Design column_iter_scheduler_flat, sky130hd; sources not shown.
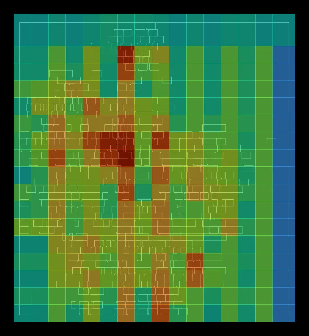
Fig. 1. Congestion heat map (run 1).
gr busiest metal: met2
M3 GR Usage: 2.25%
M1 GR Usage: 14.5%

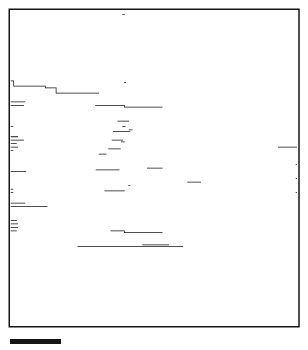
Fig. 2. M3 wires (run 1).
The bar under the picture is 20 um long.
wire length on this layer = 258 um
longest straight run = 40.9 um
main direction = horizontal
nets with wire on the layer = 33
share of all routed wire = 3.4%
Total Routed Length: 7.60 mm
vias post-DR: 2,650

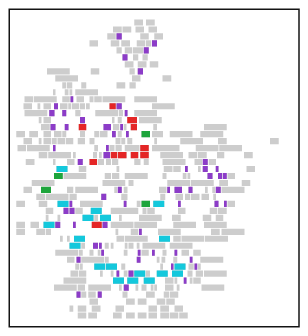
Fig. 3. Gate families picked out (run 1).
red -> AND-OR and OR-AND gates  # cells 11, where centre
cyan -> adder and majority cells  # cells 19, most used ha_1
purple -> NAND gates  # cells 63, most used nand2_1
green -> multiplexers  # cells 4, most used mux2i_1
logic share of the area: 42.5%
most frequent logic cell in the layout: clkdlybuf4s50_1
non-filler cells, final: 544

==> run notes, run 1 <==
impl run done, here's what came out: Die Size=13,800 um2, crit start category=input pin, fmax=355 MHz, Top cell area share=38.8%, ranking of synthesized cells by area=dfrtp_1 (39%), ha_1 (8.0%), xor2_1 (7.4%), xnor2_1 (4.4%), nand4_1 (3.8%), ys async rst share=100%, P_int=0.00117 W, Leak Pwr=1.75 nW, CP Cell Sequence=clkdlybuf4s50_1, inv_1, ha_1, nand4_1, nor4_1, a32oi_1, a21oi_1, o211a_1, nor3_1, status=complete, no violations, Syn-to-layout area delta=34.8%, Syn Nets=383, DRT antenna net count=0, Worst R2R Setup Slack=960 ps, H-tree lvl count=2, Setup violations, final=0, synth unique cells=52, Mapped Cells=319, main flop type=dfrtp_1, CTS Sinks=46, synthesized area=2970 um2
run 1: synth_stat cells, types with 3 or more instances:
| library cell | instances |
|---|---|
| o21ai_0 | 8 |
| nor2_1 | 20 |
| mux2i_1 | 3 |
| dfrtp_1 | 46 |
| clkbuf_1 | 6 |
| nor4_1 | 13 |
| nand4_1 | 18 |
| a21oi_1 | 11 |
| ha_1 | 19 |
| nand2_1 | 25 |
| and3_1 | 8 |
| inv_1 | 21 |
| nand2b_1 | 4 |
| nand3_1 | 13 |
| nor3_2 | 10 |
| xor2_1 | 25 |
| nor3_1 | 12 |
| xnor2_1 | 15 |
run 1: power groups by stage:
stage	sequential [W]	clock [W]	combinational (W)
after floorplan	0.000592	0	0.000422
after global placement	0.000620	0	0.000589
after detailed placement	0.000619	0	0.000599
after CTS	0.000611	0.000601	0.000603
after global routing	0.000620	0.000625	0.000656
final	0.000611	0.000587	0.000594
run 1: layout make-up:
| type | instances | area, um2 |
|---|---|---|
| Clock buffer | 5 | 125 |
| Clock inverter | 3 | 68.8 |
| Fill cell | 1356 | 8590 |
| Inverter | 22 | 82.6 |
| Multi-Input combinational cell | 242 | 1700 |
| Sequential cell | 46 | 1150 |
| Tap cell | 157 | 196 |
| Timing Repair Buffer | 69 | 678 |
run 1: metal layers:
layer  vias to the layer above  share of wire, %
met4                         0               2.0
met2                        52                49
met1                      1301                46
met3                        12               3.4
met5                         -                 0
li1                       1285                 -
run 1: layout by cell type, fill, tap and decap left out, types with 4 or more instances in the layout:
cell / Yosys / routed
ha_1: 19 / 19
nand3_1: 13 / 13
nor4_1: 13 / 13
inv_1: 21 / 21
nor2_1: 20 / 20
dfrtp_1: 46 / 46
clkdlybuf4s50_1: 0 / 65
nor3_2: 10 / 10
and3_1: 8 / 8
nand2b_1: 4 / 4
nor3_1: 12 / 12
a21oi_1: 11 / 11
nand2_1: 25 / 25
o21ai_0: 8 / 8
clkbuf_16: 0 / 5
xor2_1: 25 / 25
nand4_1: 18 / 18
xnor2_1: 15 / 15
run 1: stage by stage:
step           area, um2  setup WS [ps]  hold slack, ps
2_1_floorplan       2970           1210            24.4
3_3_place_gp        3810            646             423
3_5_place_dp        3810            521             418
4_1_cts             4000            835             264
5_1_grt             4000            716             303
6_report            4000            883             204
run 1: kinds of logic after synthesis:
family,count (synthesis),synth area share (%)
muxes,4,1.39
buffers and inverters,31,4.21
and+or+nand+nor,138,26.5
AOI/OAI and AO/OA,41,9.39
xor gates and xnor gates,40,11.8
DFF,46,38.8
adders and majority gates,19,8.00
--- run 2 (diff from run 1) ---
Settings changed: PLACE_DENSITY 0.53 to 0.54.
Clock period 3.7 ns to 2.5 ns, I/O delays scaled along.
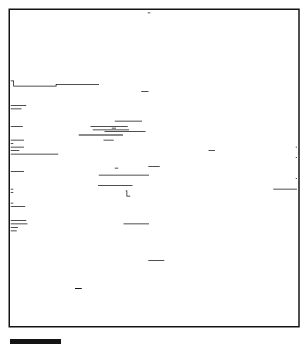
Fig. 4. M3 wires (run 2).
The bar under the picture is 20 um long.
longest straight run = 19.3 um
main direction = horizontal
share of all routed wire = 3.1%
nets with wire on the layer = 34
M3 GR Usage: 1.91%
vias post-DR: 2,712

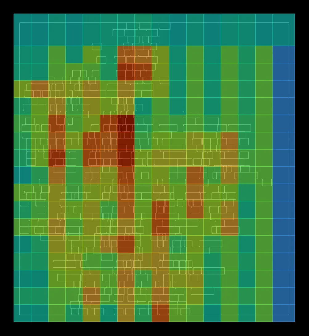
Fig. 5. Congestion heat map (run 2).
fin util: 35.2%
Total Routing Usage GR: 12.0%
Avg WL per Cell: 14.2 um
GRT met2 Usage: 21.0%
M1 GR Usage: 15.6%

==> run notes, run 2 <==
impl run done, here's what came out: most frequent logic cell in the layout=clkdlybuf4s50_1, maxcap violations=0, Setup Slack @ Placement=-313 ps (-834 ps), Worst R2R Setup Slack=90 ps (-870 ps), Syn-to-layout area delta=49.3%, Yosys Chip Area=2970 um2, relative slew slack=64.3%, fmax=415 MHz, synthesized area=2970 um2 (unchanged), Leak Pwr=2.11 nW (+21%), Post-synth top cells=dfrtp_1 (46), nand2_1 (25), xor2_1 (25), inv_1 (21), nor2_1 (20), MI comb area=1760 um2 (+3.6%), largest net degree at the start of global routing=19, H-tree lvl count=2 (unchanged), synth unique cells=52 (unchanged), Die Size=13,800 um2 (unchanged), syn avg cell area=9.31 um2, Top cell area share=38.8% (unchanged), Mapped Cells=319 (unchanged), ys async rst share=100% (unchanged), CTS Sinks=46 (unchanged), main flop type=dfrtp_1, most common cell in the synthesized netlist=dfrtp_1, Total Routed Length=8.33 mm (+9.5%), most common logic cells in the final layout=clkdlybuf4s50_1 (49), dfrtp_1 (46), buf_4 (43), Setup violations, final=0 (unchanged), status=complete, no violations, vias per cell=4.61, Max VDD drop=0.000427 V, P_int=0.00181 W (+55%), ranking of synthesized cells by area=dfrtp_1 (39%), ha_1 (8.0%), xor2_1 (7.4%), xnor2_1 (4.4%), nand4_1 (3.8%), DRT antenna net count=0 (unchanged), crit start category=register, fp util=23.6%, Least-Margin Pin Slew=535 ps, Syn Nets=383 (unchanged), final worst slack=93.1 ps (-790 ps), Worst Path Required=2610 ps, fill cell count=1,310 (-3.4%)
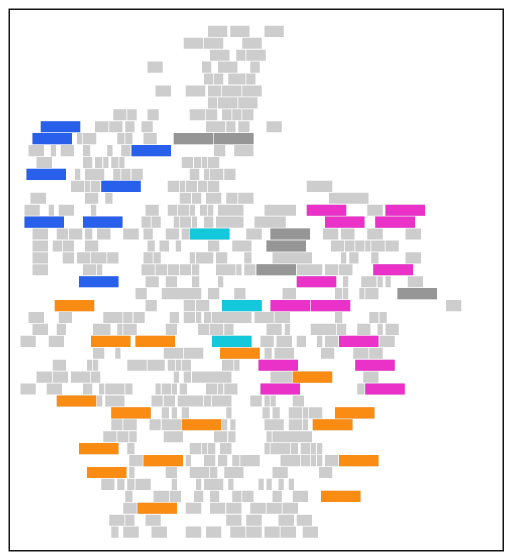
Fig. 6. Register map, names as in the netlist (run 2).
orange -> u_core.bus.iter_count  # sequential cells 16
blue -> u_core.r_snap_cnt  # sequential cells 8
cyan -> u_core.r_state  # sequential cells 3
magenta -> u_core.r_wdog  # sequential cells 13
not coloured = 6
Seq/total area: 26.0%
register area: 1150 um2
sequential power: 0.000891 W

run 2: cell counts after synthesis:
No cell type changed its count.
run 2: kinds of logic after synthesis:
group	after synthesis	share of synthesized area (%)
adders and majority gates	19	8.00
and+or+nand+nor	138	26.5
xor gates and xnor gates	40	11.8
AOI/OAI and AO/OA	41	9.39
muxes	4	1.39
buffers and inverters	31	4.21
DFF	46	38.8
run 2: routing by layer:
layer	track usage (%)	up-vias	wire length (um)
met5	0	-	0
met4	3.13	0	88
met3	1.91	6	261
met2	21.0	54	4260
met1	15.6	1284	3710
li1	-	1368	-
run 2: per-stage QoR:
| step | total power [W] | hold slack, ps | instance area, um2 | instances | setup TNS (ps) |
|---|---|---|---|---|---|
| 2_1_floorplan | 0.00150 | -95.6 | 2970 | 319 | 0 |
| 3_3_place_gp | 0.00198 | 164 | 4120 | 574 | -3770 |
| 3_5_place_dp | 0.00200 | 173 | 4120 | 574 | -4740 |
| 4_1_cts | 0.00269 | -139 | 4270 | 582 | -60.3 |
| 5_1_grt | 0.00300 | 417 | 4430 | 588 | -40.1 |
| 6_report | 0.00283 | 387 | 4430 | 588 | 0 |
run 2: final cells by class:
class	instances	share of cell area (%)
Multi-Input combinational cell	242	39.8
Sequential cell	46	26.0
Timing Repair Buffer	113	24.7
Tap cell	157	4.43
Clock buffer	7	3.22
Inverter	22	1.86
Clock inverter	1	0.113
run 2: critical path: stages, from the launching register on:
cell and delay [ps]:
dfrtp_1 380, inv_1 90, ha_1 230, nand2b_1 150, a2111o_1 390, a32oi_2 250, a211oi_1 130, a2111o_1 350
buf_4 160, mux2i_1 110
run 2: power by group through the flow:
stage                     registers [W]  logic (W)  clock network, W
after floorplan                0.000876   0.000624                 0
after global placement         0.000902    0.00108                 0
after detailed placement       0.000895    0.00110                 0
after CTS                      0.000884    0.00110          0.000701
after global routing           0.000904    0.00138          0.000719
final                          0.000891    0.00127          0.000671
Power and IR drop assume default switching activity.
